--- src/rtl/fifo_stream_pkg.sv ---
// Shared types and width helpers for the FIFO stream consumers.
package fifo_stream_pkg;

  typedef enum logic {
    FILL = 1'b0,
    EMIT = 1'b1
  } packer_state_t;

  // Lane count must be able to hold PACK_N itself, hence the +1.
  function automatic int lane_cnt_width(input int pack_n);
    return $clog2(pack_n + 1);
  endfunction

  function automatic int timer_width(input int timeout);
    return $clog2(timeout);
  endfunction

endpackage

--- src/rtl/flush_timer.sv ---
// Idle counter: raises expired on the TIMEOUT-th consecutive enabled cycle.
module flush_timer
  import fifo_stream_pkg::*;
#(
  parameter int TIMEOUT = 16
) (
  input  logic clk,
  input  logic rst,
  input  logic clear,
  input  logic count_en,
  output logic expired
);

  localparam int TW = timer_width(TIMEOUT);
  localparam logic [TW-1:0] LAST = TW'(TIMEOUT - 1);

  logic [TW-1:0] count_q, count_d;

  assign expired = count_en && (count_q == LAST);

  always_comb begin
    count_d = count_q;
    if (clear) begin
      count_d = '0;
    end else if (count_en && !expired) begin
      count_d = count_q + 1'b1;
    end
  end

  always_ff @(posedge clk) begin
    if (!rst) begin
      count_q <= '0;
    end else begin
      count_q <= count_d;
    end
  end

endmodule

--- src/rtl/fifo_word_packer.sv ---
// Pops DATA_W-bit FIFO entries and packs PACK_N of them little-endian into a
// wide valid/ready word; partial words leave on idle timeout or flush.
module fifo_word_packer
  import fifo_stream_pkg::*;
#(
  parameter int DATA_W  = 8,
  parameter int PACK_N  = 4,
  parameter int TIMEOUT = 16
) (
  input  logic                       clk,
  input  logic                       rst,
  output logic                       fifo_rd_en,
  input  logic [DATA_W-1:0]          fifo_dout,
  input  logic                       fifo_empty,
  input  logic                       flush_req,
  output logic                       m_valid,
  input  logic                       m_ready,
  output logic [DATA_W*PACK_N-1:0]   m_data,
  output logic [PACK_N-1:0]          m_keep,
  output logic                       m_partial,
  output logic                       busy
);

  localparam int LCW = lane_cnt_width(PACK_N);
  localparam logic [LCW:0]   PACK_N_W  = (LCW + 1)'(PACK_N);
  localparam logic [LCW-1:0] LAST_LANE = LCW'(PACK_N - 1);

  packer_state_t state_q, state_d;
  logic [LCW-1:0] lane_cnt_q, lane_cnt_d;
  logic rd_pend_q, rd_pend_d;
  logic flush_pend_q, flush_pend_d;
  logic [DATA_W*PACK_N-1:0] data_q, data_d;
  logic [PACK_N-1:0] keep_q, keep_d;
  logic partial_q, partial_d;

  logic [LCW:0] occupancy;
  logic capture, handshake, timer_en, timer_clear, timer_expired;
  logic flush_go, flush_drop, go_emit;

  // Lanes already filled plus the one still in flight from the FIFO.
  assign occupancy  = {1'b0, lane_cnt_q} + {{LCW{1'b0}}, rd_pend_q};
  assign fifo_rd_en = rst && (state_q == FILL) && !fifo_empty &&
                      (occupancy < PACK_N_W) && !flush_pend_q;

  // rd_pend is only ever set from FILL, and EMIT is never entered with one pending.
  assign capture    = rd_pend_q;
  assign handshake  = (state_q == EMIT) && m_ready;
  assign timer_en   = (state_q == FILL) && (lane_cnt_q != '0) && !rd_pend_q && fifo_empty;
  assign timer_clear = capture || !fifo_empty || handshake;
  assign flush_go   = (state_q == FILL) && flush_pend_q && (lane_cnt_q != '0) && !rd_pend_q;
  assign flush_drop = (state_q == FILL) && flush_pend_q && (lane_cnt_q == '0) && !rd_pend_q;

  assign m_valid   = (state_q == EMIT);
  assign m_data    = data_q;
  assign m_keep    = keep_q;
  assign m_partial = partial_q;
  assign busy      = (state_q != FILL) || (lane_cnt_q != '0) || rd_pend_q;

  flush_timer #(
    .TIMEOUT (TIMEOUT)
  ) u_flush_timer (
    .clk      (clk),
    .rst      (rst),
    .clear    (timer_clear),
    .count_en (timer_en),
    .expired  (timer_expired)
  );

  always_comb begin
    state_d      = state_q;
    lane_cnt_d   = lane_cnt_q;
    rd_pend_d    = fifo_rd_en;
    data_d       = data_q;
    keep_d       = keep_q;
    partial_d    = partial_q;
    flush_pend_d = flush_pend_q;

    case (state_q)
      FILL: begin
        if (capture) begin
          for (int i = 0; i < PACK_N; i++) begin
            if (lane_cnt_q == LCW'(i)) begin
              data_d[i*DATA_W +: DATA_W] = fifo_dout;
              keep_d[i] = 1'b1;
            end
          end
          lane_cnt_d = lane_cnt_q + 1'b1;
          if (lane_cnt_q == LAST_LANE) begin
            state_d   = EMIT;
            partial_d = 1'b0;
          end
        end else if (timer_expired || flush_go) begin
          state_d   = EMIT;
          partial_d = ({1'b0, lane_cnt_q} < PACK_N_W);
        end
      end
      EMIT: begin
        if (m_ready) begin
          state_d    = FILL;
          lane_cnt_d = '0;
          data_d     = '0;
          keep_d     = '0;
          partial_d  = 1'b0;
        end
      end
      default: state_d = FILL;
    endcase

    go_emit = (state_q == FILL) && (state_d == EMIT);
    if (flush_drop) begin
      flush_pend_d = 1'b0;
    end
    if (flush_req && (state_q == FILL)) begin
      flush_pend_d = 1'b1;
    end
    if (go_emit) begin
      flush_pend_d = 1'b0;
    end
  end

  always_ff @(posedge clk) begin
    if (!rst) begin
      state_q      <= FILL;
      lane_cnt_q   <= '0;
      rd_pend_q    <= 1'b0;
      flush_pend_q <= 1'b0;
      data_q       <= '0;
      keep_q       <= '0;
      partial_q    <= 1'b0;
    end else begin
      state_q      <= state_d;
      lane_cnt_q   <= lane_cnt_d;
      rd_pend_q    <= rd_pend_d;
      flush_pend_q <= flush_pend_d;
      data_q       <= data_d;
      keep_q       <= keep_d;
      partial_q    <= partial_d;
    end
  end

endmodule

--- config.mk ---
export PLATFORM = sky130hd
export DESIGN_NAME = fifo_word_packer
export DESIGN_NICKNAME = d
export VERILOG_FILES = /design/src/rtl/fifo_stream_pkg.sv /design/src/rtl/flush_timer.sv /design/src/rtl/fifo_word_packer.sv
export SDC_FILE = /design/constraint.sdc
export NUM_CORES = 1
export LEC_CHECK = 0
export CAP_MARGIN = 10
export CORE_MARGIN = 2
export CORE_UTILIZATION = 45
export CTS_BUF_LIST = sky130_fd_sc_hd__clkbuf_8
export DETAILED_ROUTE_END_ITERATION = 7
export GPL_TIMING_DRIVEN = 0
export PLACE_DENSITY = 0.75
export SLEW_MARGIN = 20
export SYNTH_ARGS = -nofsm -noshare
export SYNTH_HDL_FRONTEND = slang
export SYNTH_SLANG_ARGS = --single-unit
--- constraint.sdc ---
create_clock -name clk -period 2.8 [get_ports clk]
set_clock_uncertainty 0.2 [all_clocks]
set_input_delay 0.56 -clock clk [delete_from_list [all_inputs] [get_ports clk]]
set_output_delay 0.56 -clock clk [all_outputs]
set_load 0.03 [all_outputs]
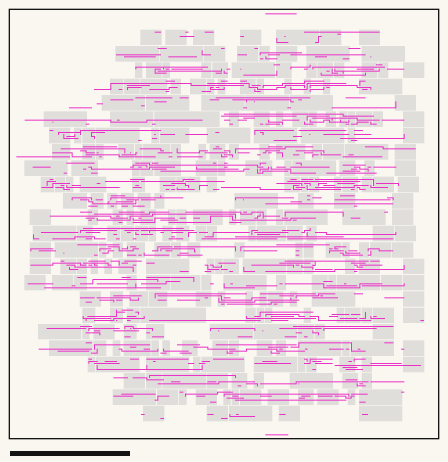
**Above:** run 1 (metal 1).
Bar = 20 um. Cells faint in the background.
share of all routed wire: 46%
nets with wire on the layer: 260
wire length on this layer: 2290 um
longest straight run: 21.2 um
main direction: horizontal
M1 GR Usage: 0.2781
vias after detailed routing: 1846
drt total wl: 5015 um

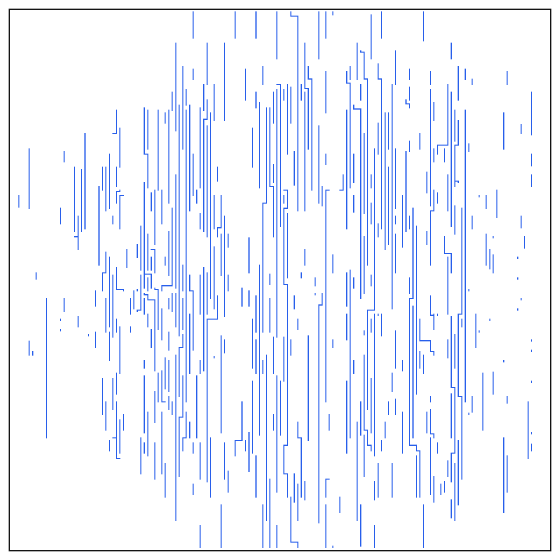
**Above:** run 1 (M2 wires).
main direction: vertical
nets with wire on the layer: 256
wire length on this layer: 2400 um
met2 GRT Util: 0.3374

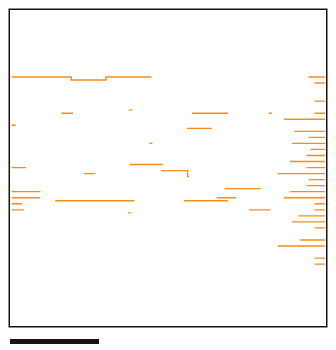
**Above:** run 1 (M3 wires).
Bar = 20 um.
main direction: horizontal
wire length on this layer: 256 um
longest straight run: 17.5 um
grt met3 use: 0.03704

==> results.sh, run 1 <==
# source this file to load flow results
export IMPL_status="completed"
export IMPL_log_warning_count=29
export IMPL_ys_sh_adder=0.03695
export IMPL_yosysTopAreaCell="dfxtp_1"
export IMPL_wl_per_cell_um=14.54
export IMPL_critPathLaunch="fifo_empty"
export IMPL_power_mw=1.499
export IMPL_most_common_cell="dfxtp_1"
export IMPL_fp_util=0.4667
export IMPL_p_per_area_mw_per_mm2=547.3
export IMPL_final_area_mm2=0.002739
export IMPL_largest_register_ffs=32
export IMPL_yosysWarnings=0
export IMPL_dpl_cell_area_mm2=0.002608
export IMPL_maxUsedRoutingLayer="met4"
export IMPL_stdcell_count=345
export IMPL_cp_arrival_ps=1910
export IMPL_grt_pass1_wl_um=8307
export IMPL_cts_buffer_depth=2
export IMPL_grt_start_max_net_pins=15
export IMPL_wl_met2_um=2396
export IMPL_ir_worst_vdd_v=0.0002893
export IMPL_layout_top_cells="clkdlybuf4s50_1 (50), dfxtp_1 (47), nand2_1 (41)"
export IMPL_grt_pass1_vias=1699
export IMPL_whs_ps=268.7
export IMPL_cts_sinks=47
export IMPL_p_seq_frac=0.469
export IMPL_synthTopLogicFamily="simple AND/OR/NAND/NOR gates"
export IMPL_endpoint="fifo_rd_en"
export IMPL_cts_buffers=5
export IMPL_nNonClkInverters=3
export IMPL_yosys_stat_area_mm2=0.002032
export IMPL_core_mm2=0.004354
export IMPL_viasPerCell=5.351
export IMPL_dp_hpwl_um=3616
export IMPL_ff_count=47
export IMPL_track_usage=0.2079
export IMPL_mostFrequentLayoutCell="clkdlybuf4s50_1"
export IMPL_p_switching_mw=0.3675
export IMPL_criticalPathCategory="input pin to output pin"
export IMPL_cap_violations=0
export IMPL_syn_area_mm2=0.002032
export IMPL_clk_pin_slew_ps=70
export IMPL_ios=53
export IMPL_hold_depth=2
export IMPL_cp_num_buf_inv=2
export IMPL_finalSetupViolations=0
export IMPL_clkbuf_count=5
export IMPL_netlist_cell_type_count=30
export IMPL_end_kind="output pin"
export IMPL_topCellsByArea="dfxtp_1 (46%), a21boi_0 (11%), nand3_1 (9.1%), nand2_1 (7.6%), ha_1 (3.7%)"
export IMPL_max_slew_margin=0.6882
export IMPL_finalHoldViolations=0
export IMPL_antenna_violating_nets_post_route=0
export IMPL_rsz0062_at_grt="no"
export IMPL_clk_latency_ps=290
export IMPL_syn_inst=234
export IMPL_dr_wl_met3_um=256
export IMPL_synthToLayoutAreaGrowth_pct=34.79
export IMPL_place_inst=337
export IMPL_maxSlewViolCount=0
export IMPL_cp_required_ps=2040
export IMPL_synthTopCellsByCount="dfxtp_1 (47), nand2_1 (41), nand3_1 (37), a21boi_0 (31), buf_2 (8)"
export IMPL_crit_cells=5
export IMPL_wl_met1_um=2293
export IMPL_drive_gt1_frac=0.06143
export IMPL_p_seq_mw=0.703
export IMPL_fillers=395
export IMPL_timing_rr_end="flush_pend_q"
export IMPL_ys_sh_mux=0.01478
export IMPL_worst_slack_ps=125.8
export IMPL_gr_total_overflow=0
export IMPL_cts_htree_levels=2
export IMPL_syn_avg_cell_area_um2=8.684
export IMPL_sh_seq_area=0.3435
export IMPL_combGateArea_mm2=0.001006
export IMPL_taps=52
export IMPL_power_frac_clock=0.382
export IMPL_tns_ps=0
export IMPL_finalCritPeriodShare=0.9551
export IMPL_logic_gates=169
export IMPL_cts_resized=1
export IMPL_worst_slew_pin_slew_ps=467.7
export IMPL_die_area_mm2=0.005069
export IMPL_hold_path_class="flip-flop to flip-flop"
export IMPL_cts_hold_buf=0
export IMPL_grt_busiest_layer="met2"
export IMPL_synth_compound_area_share=0.1786
export IMPL_cp_max_fo=6
export IMPL_pwr_group_clock_mw=0.572
export IMPL_antenna_found_initial=0
export IMPL_seq_area_um2=940.9
export IMPL_ys_seq_frac=0.4631
export IMPL_fp_dieW_um=71.20
export IMPL_r2r_cells=6
export IMPL_routabilityCongestion=0.8518
export IMPL_p_leak_nw=0.9907
export IMPL_drt_initial_drc_count=118
export IMPL_fp_row_count=24
export IMPL_antenna_cells=0
export IMPL_die_y_um=71.20
export IMPL_top_power_group="registers"
export IMPL_xor_area_frac=0.004310
export IMPL_post_cts_buffers=0
export IMPL_io_buffer_count=51
export IMPL_crit_family="buffers and inverters"
export IMPL_buffers=66
export IMPL_max_freq_mhz=373.9
export IMPL_place_ws_ps=-132.6
export IMPL_ys_flops=47
export IMPL_p_int_mw=1.131
export IMPL_comb_share=0.3673
export IMPL_clockNetworkAreaShare=0.04842
export IMPL_pwr_share_comb=0.150
export IMPL_area_share_nonclk_buffers=0.2129
export IMPL_async_flop_share=0
--- run 2 (diff from run 1) ---
- ABC_AREA: default -> 1
- ABC_CLOCK_PERIOD_IN_PS: default -> 2700
- clock period: 2.8 -> 2.7 ns (I/O delays scaled with it)
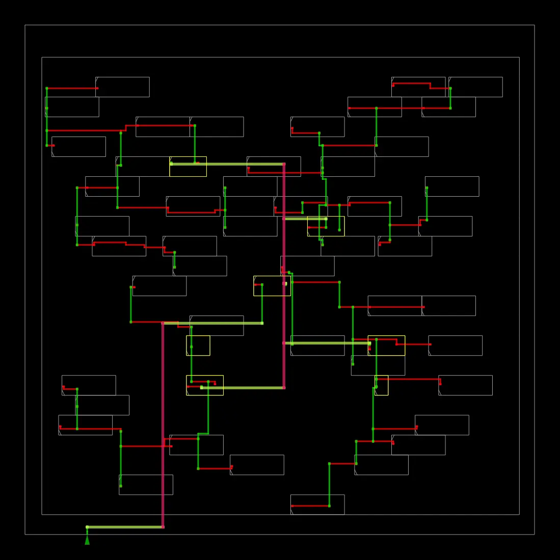
**Above:** run 2 (the clock network).
flip-flops: 47
Clk. pwr: 0.410 mW
total CTS buffers: 5

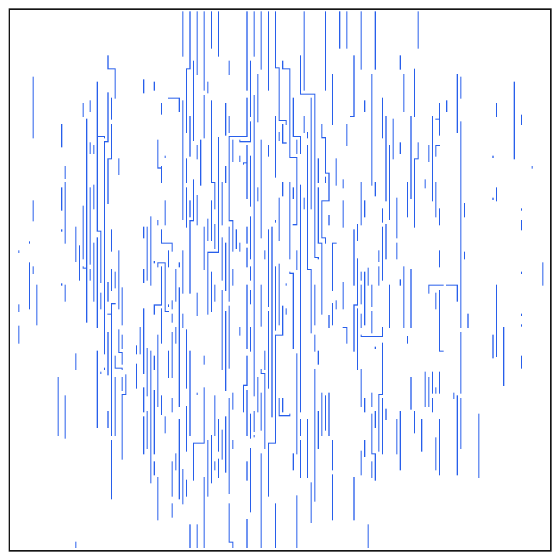
**Above:** run 2 (M2 wires).
wire length on this layer: 2130 um
main direction: vertical
nets with wire on the layer: 262
met2 GRT Util: 0.3034
drt total wl: 4650 um

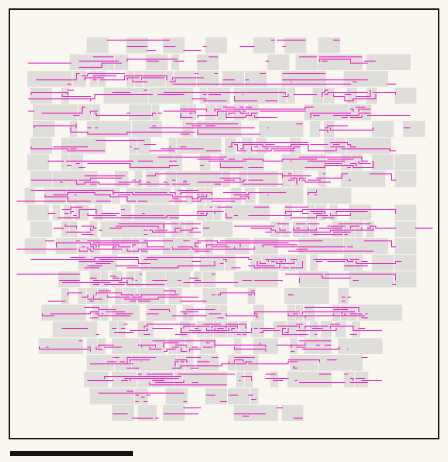
**Above:** run 2 (metal 1).
Bar = 20 um. Cells faint in the background.
nets with wire on the layer: 281
wire length on this layer: 2150 um
vias after detailed routing: 1810
M1 GR Usage: 0.2718

==> results.sh, run 2 <==
# source this file to load flow results
export IMPL_status="completed"
export IMPL_cts_htree_levels=2
export IMPL_nNonClkInverters=27
export IMPL_maxSlewViolCount=0
export IMPL_r2r_cells=8
export IMPL_cts_hold_buf=0
export IMPL_die_y_um=69.69
export IMPL_rsz0062_at_grt="no"
export IMPL_dpl_cell_area_mm2=0.002515
export IMPL_post_cts_buffers=0
export IMPL_finalSetupViolations=0
export IMPL_max_slew_margin=0.7061
export IMPL_fp_row_count=23
export IMPL_area_share_nonclk_buffers=0.2077
export IMPL_sh_seq_area=0.3624
export IMPL_routabilityCongestion=0.8460
export IMPL_antenna_found_initial=0
export IMPL_syn_area_mm2=0.001942
export IMPL_fillers=386
export IMPL_netlist_cell_type_count=31
export IMPL_xor_area_frac=0
export IMPL_clk_latency_ps=300
export IMPL_whs_ps=252.7
export IMPL_grt_start_max_net_pins=15
export IMPL_comb_share=0.3340
export IMPL_combGateArea_um2=867.1
export IMPL_tns_ps=0
export IMPL_largest_register_ffs=32
export IMPL_hold_depth=2
export IMPL_crit_family="buffers and inverters"
export IMPL_core_mm2=0.004086
export IMPL_taps=50
export IMPL_grt_pass1_wl_um=7707
export IMPL_antenna_cells=0
export IMPL_synthTopLogicFamily="simple AND/OR/NAND/NOR gates"
export IMPL_cap_violations=0
export IMPL_ys_seq_frac=0.4845
export IMPL_dp_hpwl_um=3532
export IMPL_p_per_area_mw_per_mm2=538.8
export IMPL_track_usage=0.1950
export IMPL_clk_pin_slew_ps=80
export IMPL_criticalPathCategory="flip-flop to output pin"
export IMPL_synthTopCellsByCount="nand2_1 (56), dfxtp_1 (47), inv_1 (23), nand3_1 (21), o21ai_0 (16)"
export IMPL_dr_wl_met3_um=310
export IMPL_cp_num_buf_inv=2
export IMPL_log_warning_count=29
export IMPL_timing_rr_end="flush_pend_q"
export IMPL_fp_util=0.4752
export IMPL_mostFrequentLayoutCell="nand2_1"
export IMPL_wl_met2_um=2129
export IMPL_die_area_mm2=0.004857
export IMPL_synthFlopType="dfxtp_1"
export IMPL_synth_compound_area_share=0.1327
export IMPL_ios=53
export IMPL_yosys_stat_area_mm2=0.001942
export IMPL_fp_dieW_um=69.69
export IMPL_power_mw=1.399
export IMPL_maxUsedRoutingLayer="met4"
export IMPL_syn_avg_cell_area_um2=8.024
export IMPL_drive_gt1_frac=0.09333
export IMPL_finalCritPeriodShare=0.9409
export IMPL_syn_inst=242
export IMPL_ys_sh_adder=0.03866
export IMPL_yosysWarnings=0
export IMPL_grt_busiest_layer="met2"
export IMPL_end_kind="output pin"
export IMPL_pwr_share_comb=0.184
export IMPL_clkbuf_count=5
export IMPL_power_frac_clock=0.293
export IMPL_yosysTopAreaCell="dfxtp_1"
export IMPL_buffers=56
export IMPL_gr_usage_met3=0.04215
export IMPL_wl_per_cell_um=13.29
export IMPL_cts_buffer_depth=2
export IMPL_cts_sinks=47
export IMPL_logic_gates=163
export IMPL_antenna_violating_nets_post_route=0
export IMPL_p_seq_frac=0.523
export IMPL_cp_max_fo=5
export IMPL_async_flop_share=0
export IMPL_viasPerCell=5.171
export IMPL_cp_required_ps=1960
export IMPL_wl_met1_um=2152
export IMPL_cp_arrival_ps=1800
export IMPL_drt_initial_drc_count=123
export IMPL_finalHoldViolations=0
export IMPL_gr_total_overflow=0
export IMPL_io_buffer_count=51
export IMPL_final_area_mm2=0.002596
export IMPL_top_power_group="registers"
export IMPL_most_common_cell="nand2_1"
export IMPL_layout_top_cells="nand2_1 (56), clkdlybuf4s50_1 (50), dfxtp_1 (47)"
export IMPL_max_freq_mhz=393.6
export IMPL_worst_slack_ps=159.5
Power is estimated from default activity; no workload was simulated.
